### src/rtl/alu_seq.sv
// Registered WIDTH-bit ALU with start/ready/valid handshake and status flags.
// Define ALU_MUL_EN to build the iterative shift-add multiplier (op 111); otherwise op 111 raises err.
module alu_seq #(
  parameter int unsigned WIDTH = 8
) (
  input  logic               clk,
  input  logic               rst_n,
  input  logic               start,
  input  logic [2:0]         op,
  input  logic [WIDTH-1:0]   a,
  input  logic [WIDTH-1:0]   b,
  input  logic               cin,
  output logic               ready,
  output logic               valid,
  output logic [2*WIDTH-1:0] result,
  output logic               carry,
  output logic               zero,
  output logic               ovf,
  output logic               err
);

  typedef enum logic [2:0] {
    OP_ADD = 3'b000,
    OP_SUB = 3'b001,
    OP_AND = 3'b010,
    OP_OR  = 3'b011,
    OP_XOR = 3'b100,
    OP_SHL = 3'b101,
    OP_SHR = 3'b110,
    OP_MUL = 3'b111
  } op_e;

  op_e              opc;
  logic [WIDTH:0]   sum_ext;
  logic [WIDTH:0]   dif_ext;
  logic [WIDTH-1:0] r1;
  logic             c1;
  logic             v1;

  assign opc = op_e'(op);

  // Single-cycle datapath; dif_ext[WIDTH] is set exactly when a < b + cin (borrow).
  always_comb begin
    sum_ext = {1'b0, a} + {1'b0, b} + {{WIDTH{1'b0}}, cin};
    dif_ext = {1'b0, a} - {1'b0, b} - {{WIDTH{1'b0}}, cin};
    r1 = '0;
    c1 = 1'b0;
    v1 = 1'b0;
    case (opc)
      OP_ADD: begin
        r1 = sum_ext[WIDTH-1:0];
        c1 = sum_ext[WIDTH];
        v1 = (a[WIDTH-1] == b[WIDTH-1]) && (sum_ext[WIDTH-1] != a[WIDTH-1]);
      end
      OP_SUB: begin
        r1 = dif_ext[WIDTH-1:0];
        c1 = dif_ext[WIDTH];
        v1 = (a[WIDTH-1] != b[WIDTH-1]) && (dif_ext[WIDTH-1] != a[WIDTH-1]);
      end
      OP_AND: r1 = a & b;
      OP_OR:  r1 = a | b;
      OP_XOR: r1 = a ^ b;
      OP_SHL: begin
        r1 = {a[WIDTH-2:0], cin};
        c1 = a[WIDTH-1];
      end
      OP_SHR: begin
        r1 = {cin, a[WIDTH-1:1]};
        c1 = a[0];
      end
      default: ;
    endcase
  end

`ifdef ALU_MUL_EN
  localparam int unsigned CW = (WIDTH > 2) ? $clog2(WIDTH) : 1;

  typedef enum logic {S_IDLE, S_MUL} state_e;

  state_e             state;
  logic [2*WIDTH-1:0] mcand;
  logic [2*WIDTH-1:0] acc;
  logic [2*WIDTH-1:0] acc_next;
  logic [WIDTH-1:0]   mplier;
  logic [CW-1:0]      count;

  assign ready    = (state == S_IDLE);
  assign err      = 1'b0;
  assign acc_next = acc + (mplier[0] ? mcand : '0);

  always_ff @(posedge clk or negedge rst_n) begin
    if (!rst_n) begin
      state  <= S_IDLE;
      valid  <= 1'b0;
      result <= '0;
      carry  <= 1'b0;
      zero   <= 1'b0;
      ovf    <= 1'b0;
      mcand  <= '0;
      mplier <= '0;
      acc    <= '0;
      count  <= '0;
    end else begin
      valid <= 1'b0;
      case (state)
        S_IDLE: begin
          if (start) begin
            if (opc == OP_MUL) begin
              mcand  <= {{WIDTH{1'b0}}, a};
              mplier <= b;
              acc    <= '0;
              count  <= '0;
              state  <= S_MUL;
            end else begin
              valid  <= 1'b1;
              result <= {{WIDTH{1'b0}}, r1};
              carry  <= c1;
              zero   <= (r1 == '0);
              ovf    <= v1;
            end
          end
        end
        S_MUL: begin
          acc    <= acc_next;
          mcand  <= mcand << 1;
          mplier <= mplier >> 1;
          count  <= count + 1'b1;
          // Last iteration publishes the combinational sum so no extra cycle is spent.
          if (count == CW'(WIDTH - 1)) begin
            result <= acc_next;
            valid  <= 1'b1;
            carry  <= 1'b0;
            zero   <= (acc_next == '0);
            ovf    <= 1'b0;
            state  <= S_IDLE;
          end
        end
        default: state <= S_IDLE;
      endcase
    end
  end
`else
  assign ready = 1'b1;

  always_ff @(posedge clk or negedge rst_n) begin
    if (!rst_n) begin
      valid  <= 1'b0;
      result <= '0;
      carry  <= 1'b0;
      zero   <= 1'b0;
      ovf    <= 1'b0;
      err    <= 1'b0;
    end else begin
      valid <= 1'b0;
      if (start) begin
        valid <= 1'b1;
        if (opc == OP_MUL) begin
          result <= '0;
          carry  <= 1'b0;
          zero   <= 1'b1;
          ovf    <= 1'b0;
          err    <= 1'b1;
        end else begin
          result <= {{WIDTH{1'b0}}, r1};
          carry  <= c1;
          zero   <= (r1 == '0);
          ovf    <= v1;
          err    <= 1'b0;
        end
      end
    end
  end
`endif

endmodule

### config.mk
export PLATFORM = sky130hd
export DESIGN_NAME = alu_seq
export DESIGN_NICKNAME = d
export VERILOG_FILES = /design/src/rtl/alu_seq.sv
export SDC_FILE = /design/constraint.sdc
export NUM_CORES = 1
export LEC_CHECK = 0
export CORE_ASPECT_RATIO = 1.25
export CORE_MARGIN = 1
export CORE_UTILIZATION = 45
export CTS_CLUSTER_SIZE = 14
export DETAILED_ROUTE_END_ITERATION = 16
export HOLD_SLACK_MARGIN = 0.12
export PLACE_DENSITY = 0.72
export RECOVER_POWER = 50
export REMOVE_ABC_BUFFERS = 1
export SLEW_MARGIN = 20
export SYNTH_ARGS = -nofsm -noshare
export SYNTH_HDL_FRONTEND = slang
export SYNTH_SLANG_ARGS = --single-unit
### constraint.sdc
create_clock -name clk -period 2.13 [get_ports clk]
set_input_delay 0.5325 -clock clk [delete_from_list [all_inputs] [get_ports clk]]
set_output_delay 0.5325 -clock clk [all_outputs]
set_load 0.005 [all_outputs]
Nets reached from selected ports:
(4 px per um)
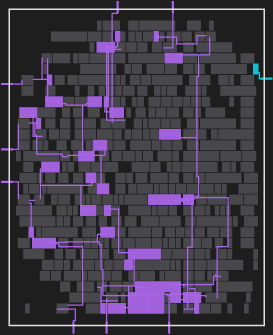
[cyan] ready | bits: 1 | direction: output | edge: right | end cells: 1 | buffers: 0 | wire: 3.60 um
[purple] a | bits: 8 | direction: input | edge: 3 bottom, 3 left, 2 top | end cells: 36 | buffers: 18 | wire: 603 um
number of I/O port buffers: 35
Top Ports: 45

Local utilization:
(4 px per um) The die is cut into 6 by 8 equal tiles; dark blue is low, red is high, 0 to 100% covered.
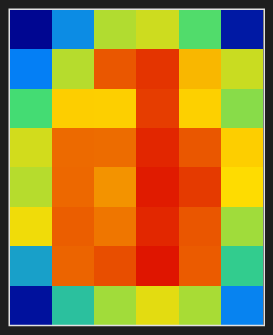
mean over tiles: 69%
emptiest ninth of the die: upper left
tiles over 75% full: 50%
fullest tile: 98%
post-layout utilization of the core: 78.65%
Core Area: 4459 um^2
pre-placement core utilization: 47.47%

Metal 1:
(8 px per um) Supply wires on this layer in grey.
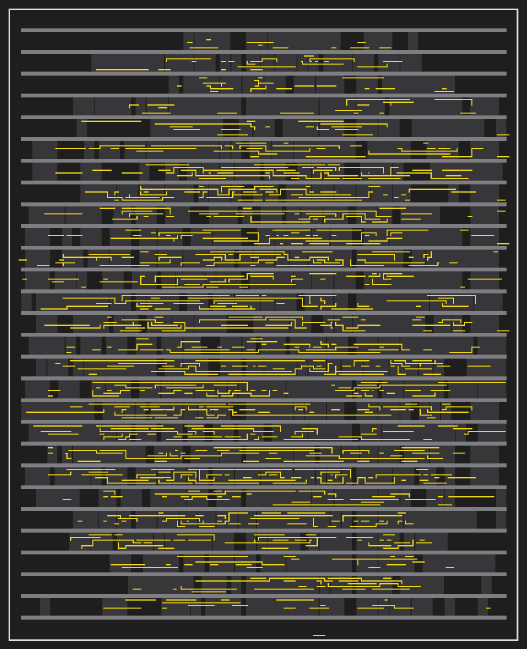
nets with wire on the layer: 390
longest straight run: 23.5 um
main direction: horizontal
share of all routed wire: 38%
wire length on this layer: 2560 um
vias post-DR: 2416
met1 layer usage reported by global route: 30.84%
Total Wirelength: 6772 um

Placed standard cells:
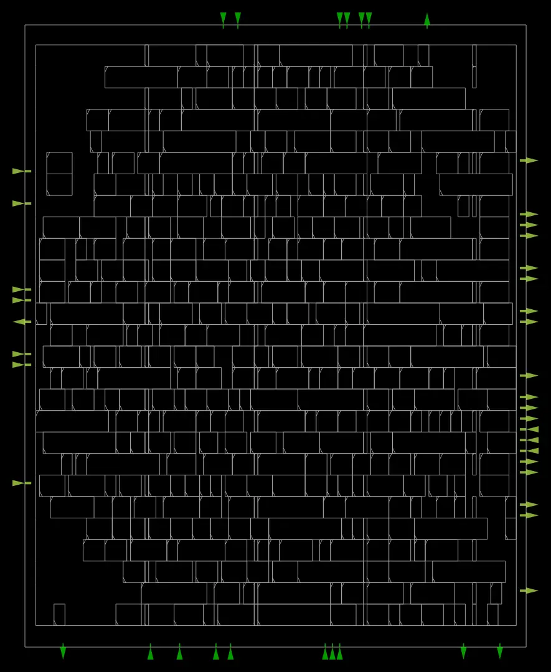
std cell rows: 27
sequential fraction of total cell area: 9.276%
total number of sequential cells: 13

-- layout make-up --
type                    instances  area (um^2)  share of cell area [%]
multi-input cells             205         1879                   53.59
clock buffers                   4        45.04                   1.284
repair buffers                127         1047                   29.86
well taps                      58        72.57                   2.069
inverters                      36        137.6                   3.924
flip-flops and latches         13        325.3                   9.276
-- cells by family after synthesis --
group	Yosys count
XOR/XNOR	10
other	2
AND-OR/OR-AND	77
multiplexers	9
buffers and inverters	54
AND/OR/NAND/NOR	66
adder cells (fa/ha/maj)	34
flip-flops	13
-- worst max-delay path, delay by kind of cell --
family / cells / cell delay (ps)
adders and majority gates: 2 / 810
buffers and inverters: 2 / 170
and+or+nand+nor: 1 / 230
muxes: 1 / 320
AOI/OAI and AO/OA: 4 / 870
==> metrics.log <==
[flow] final metrics
INFO  metric number_of_antenna_violations_at_the_first_check_in_global_routing = 0
INFO  metric worstPathCellList = buf_8 -> fa_2 -> inv_2 -> ha_4 -> o21ai_4 -> a32oi_2 -> mux2_4 -> or2_1 -> a221o_1 -> a31o_2
INFO  metric clockPowerShare = between 10% and 20%
INFO  metric drt-met1-wl = 2561 um
INFO  metric grt_setup_unrepaired = true
INFO  metric setup.worst_path.start = a[0]
INFO  metric timing.hold.worst.class = register to register
INFO  metric largest_register_ffs = 8
INFO  metric grt_util_all_layers = 28.47%
INFO  metric reg_with_most_ffs = result
INFO  metric grt_first_pass_wirelength = approximately 12000 um
INFO  metric ctsResizeCount = about 90
INFO  metric synth_async_sr_flop_share = 100.0%
INFO  metric combinational_power = 0.000964 W
INFO  metric final_min_period_over_clock_period = 130.8%
INFO  metric clock_sinks = 13
INFO  metric yosysWarnings = 0
INFO  metric run_status = finished with violations
INFO  metric critical_path_class = input port to register
INFO  metric leading_power_group = combinational logic
INFO  metric mostFrequentLayoutCells = sky130_fd_sc_hd__buf_4 (88), sky130_fd_sc_hd__inv_1 (21), sky130_fd_sc_hd__clkdlybuf4s50_1 (21)
INFO  metric floorplan_die_area = 4985 um^2
INFO  metric drt-vias-per-instance = 5.454
INFO  metric holdBufCountCts = 0
INFO  metric fin_worst_skew = 0 ps
INFO  metric seq_area_frac_synth = between 10% and 20%
INFO  metric grt.busiest_layer = met2
INFO  metric worstSetupStartpointType = input port
INFO  metric critical_path.max_fanout = 3
INFO  metric route.met2.wl = 3586 um
INFO  metric timing.final.ws_setup = -656.0 ps
INFO  metric count_of_flip_flops_with_a_built_in_enable_after_synthesis = 0
INFO  metric leakagePower = 1.609 nW
INFO  metric pint = 0.0009383 W
INFO  metric fin_cells = 443
INFO  metric met2_use_gr = between 50% and 60%
INFO  metric cts_buffer_depth = 2
INFO  metric synthMostInstantiatedCell = sky130_fd_sc_hd__inv_1
INFO  metric n_fill_cell = 300
INFO  metric power-per-cell-area = 421.5 nW/um^2
INFO  metric hold_wc_startpoint = err$_DFFE_PN0P_
INFO  metric via_count_of_the_first_global_routing_pass = 2605
INFO  metric min_period = 2786 ps
INFO  metric hold-worst-slack = 474.2 ps
INFO  metric final_design_area_no_fill = between 3000 and 4000 um^2
INFO  metric warnings = between 40 and 50
INFO  metric dpl.cell_count = 429
INFO  metric tightest_pin_transition = 877.9 ps
INFO  metric synth.cellmix.simpleShare = 15.96%
INFO  metric crit_path_max_cell_delay = 640 ps
INFO  metric worst_setup_path_endpoint = result[7]$_DFFE_PN0P_
INFO  metric switching_power = 0.0005399 W
INFO  metric ys_sh_mux = about 4.7%
INFO  metric seq_pwr = just under 0.0003 W
INFO  metric grt_overflow_total = 0
INFO  metric power = 0.001478 W
INFO  metric vdd_ir_drop_max = 197.8 uV
INFO  metric rrSetupSlack = 890 ps
INFO  metric swShare = 36.52%
INFO  metric post_drt_wl_per_cell = 15.29 um
INFO  metric p_comb_share = 65.3%
INFO  metric cts_tree = done
INFO  metric top_cell_type_by_total_area_after_synthesis = sky130_fd_sc_hd__ha_1
INFO  metric clock_group_power = 0.000217 W
INFO  metric cpMaxStageDelayCell = sky130_fd_sc_hd__fa_2
INFO  metric min_delay_path_depth = 1
INFO  metric count_of_antenna_violating_nets_left_after_detailed_routing = 0
INFO  metric clock_buffer_count_from_cts = 3
INFO  metric layout.cells.most_common = sky130_fd_sc_hd__buf_4
INFO  metric insertion_delay = 240 ps
INFO  metric synth_top_flop_cell = sky130_fd_sc_hd__dfrtp_1
INFO  metric drc = 0
INFO  metric antenna_cells_inserted = 0
INFO  metric timing.rr.end = zero$_DFFE_PN0P_
INFO  metric clock.fmax = 358.9 MHz
INFO  metric cp.required = 2260 ps
INFO  metric post-cts-setup-buffer-count = 12
INFO  metric mappedNetlistArea = 2117 um^2
INFO  metric die_y = 78.69 um
INFO  metric violations = setup timing
INFO  metric report.final.setup_viol = 10
INFO  metric placedInstanceArea = a little over 3000 um^2
INFO  metric clk_pin_slew_worst_paths = 50 ps
INFO  metric synthCells = between 200 and 300
INFO  metric gp_congestion = 0.9636
INFO  metric maxUsedRoutingLayer = met4
INFO  metric flop_pwr_share = around a fifth
INFO  metric drt_first_iter_violations = 159
INFO  metric slew_viol_final = 0
INFO  metric detail_route.first_pass.iterations = 4
INFO  metric max_cap_viol_count = 0
INFO  metric setup_tns = -3885 ps
INFO  metric routed-wl-met3 = around 340 um
INFO  metric syn_area_per_cell = 7.989 um^2
INFO  metric yosys_cells = 265
INFO  metric common_cells = sky130_fd_sc_hd__inv_1 (36), sky130_fd_sc_hd__ha_1 (30), sky130_fd_sc_hd__nor2_1 (16)
INFO  metric synthAoiAreaFrac = 26.30%
INFO  metric synth.comb.largest_family = AND-OR/OR-AND gates
INFO  metric synth.distinct_cells = 55
INFO  metric ff2ff_path_depth = 4
INFO  metric xor_share = 4.137%
INFO  metric yosys_register_bits = 13
INFO  metric synth.cellmix.adderShare = 21.51%
INFO  metric crit_arrival = 2920 ps
INFO  metric drive_above_1_share = 42.86%
INFO  metric areaGrowthSynthToFinish = 65.66%
Power and IR drop assume default switching activity.
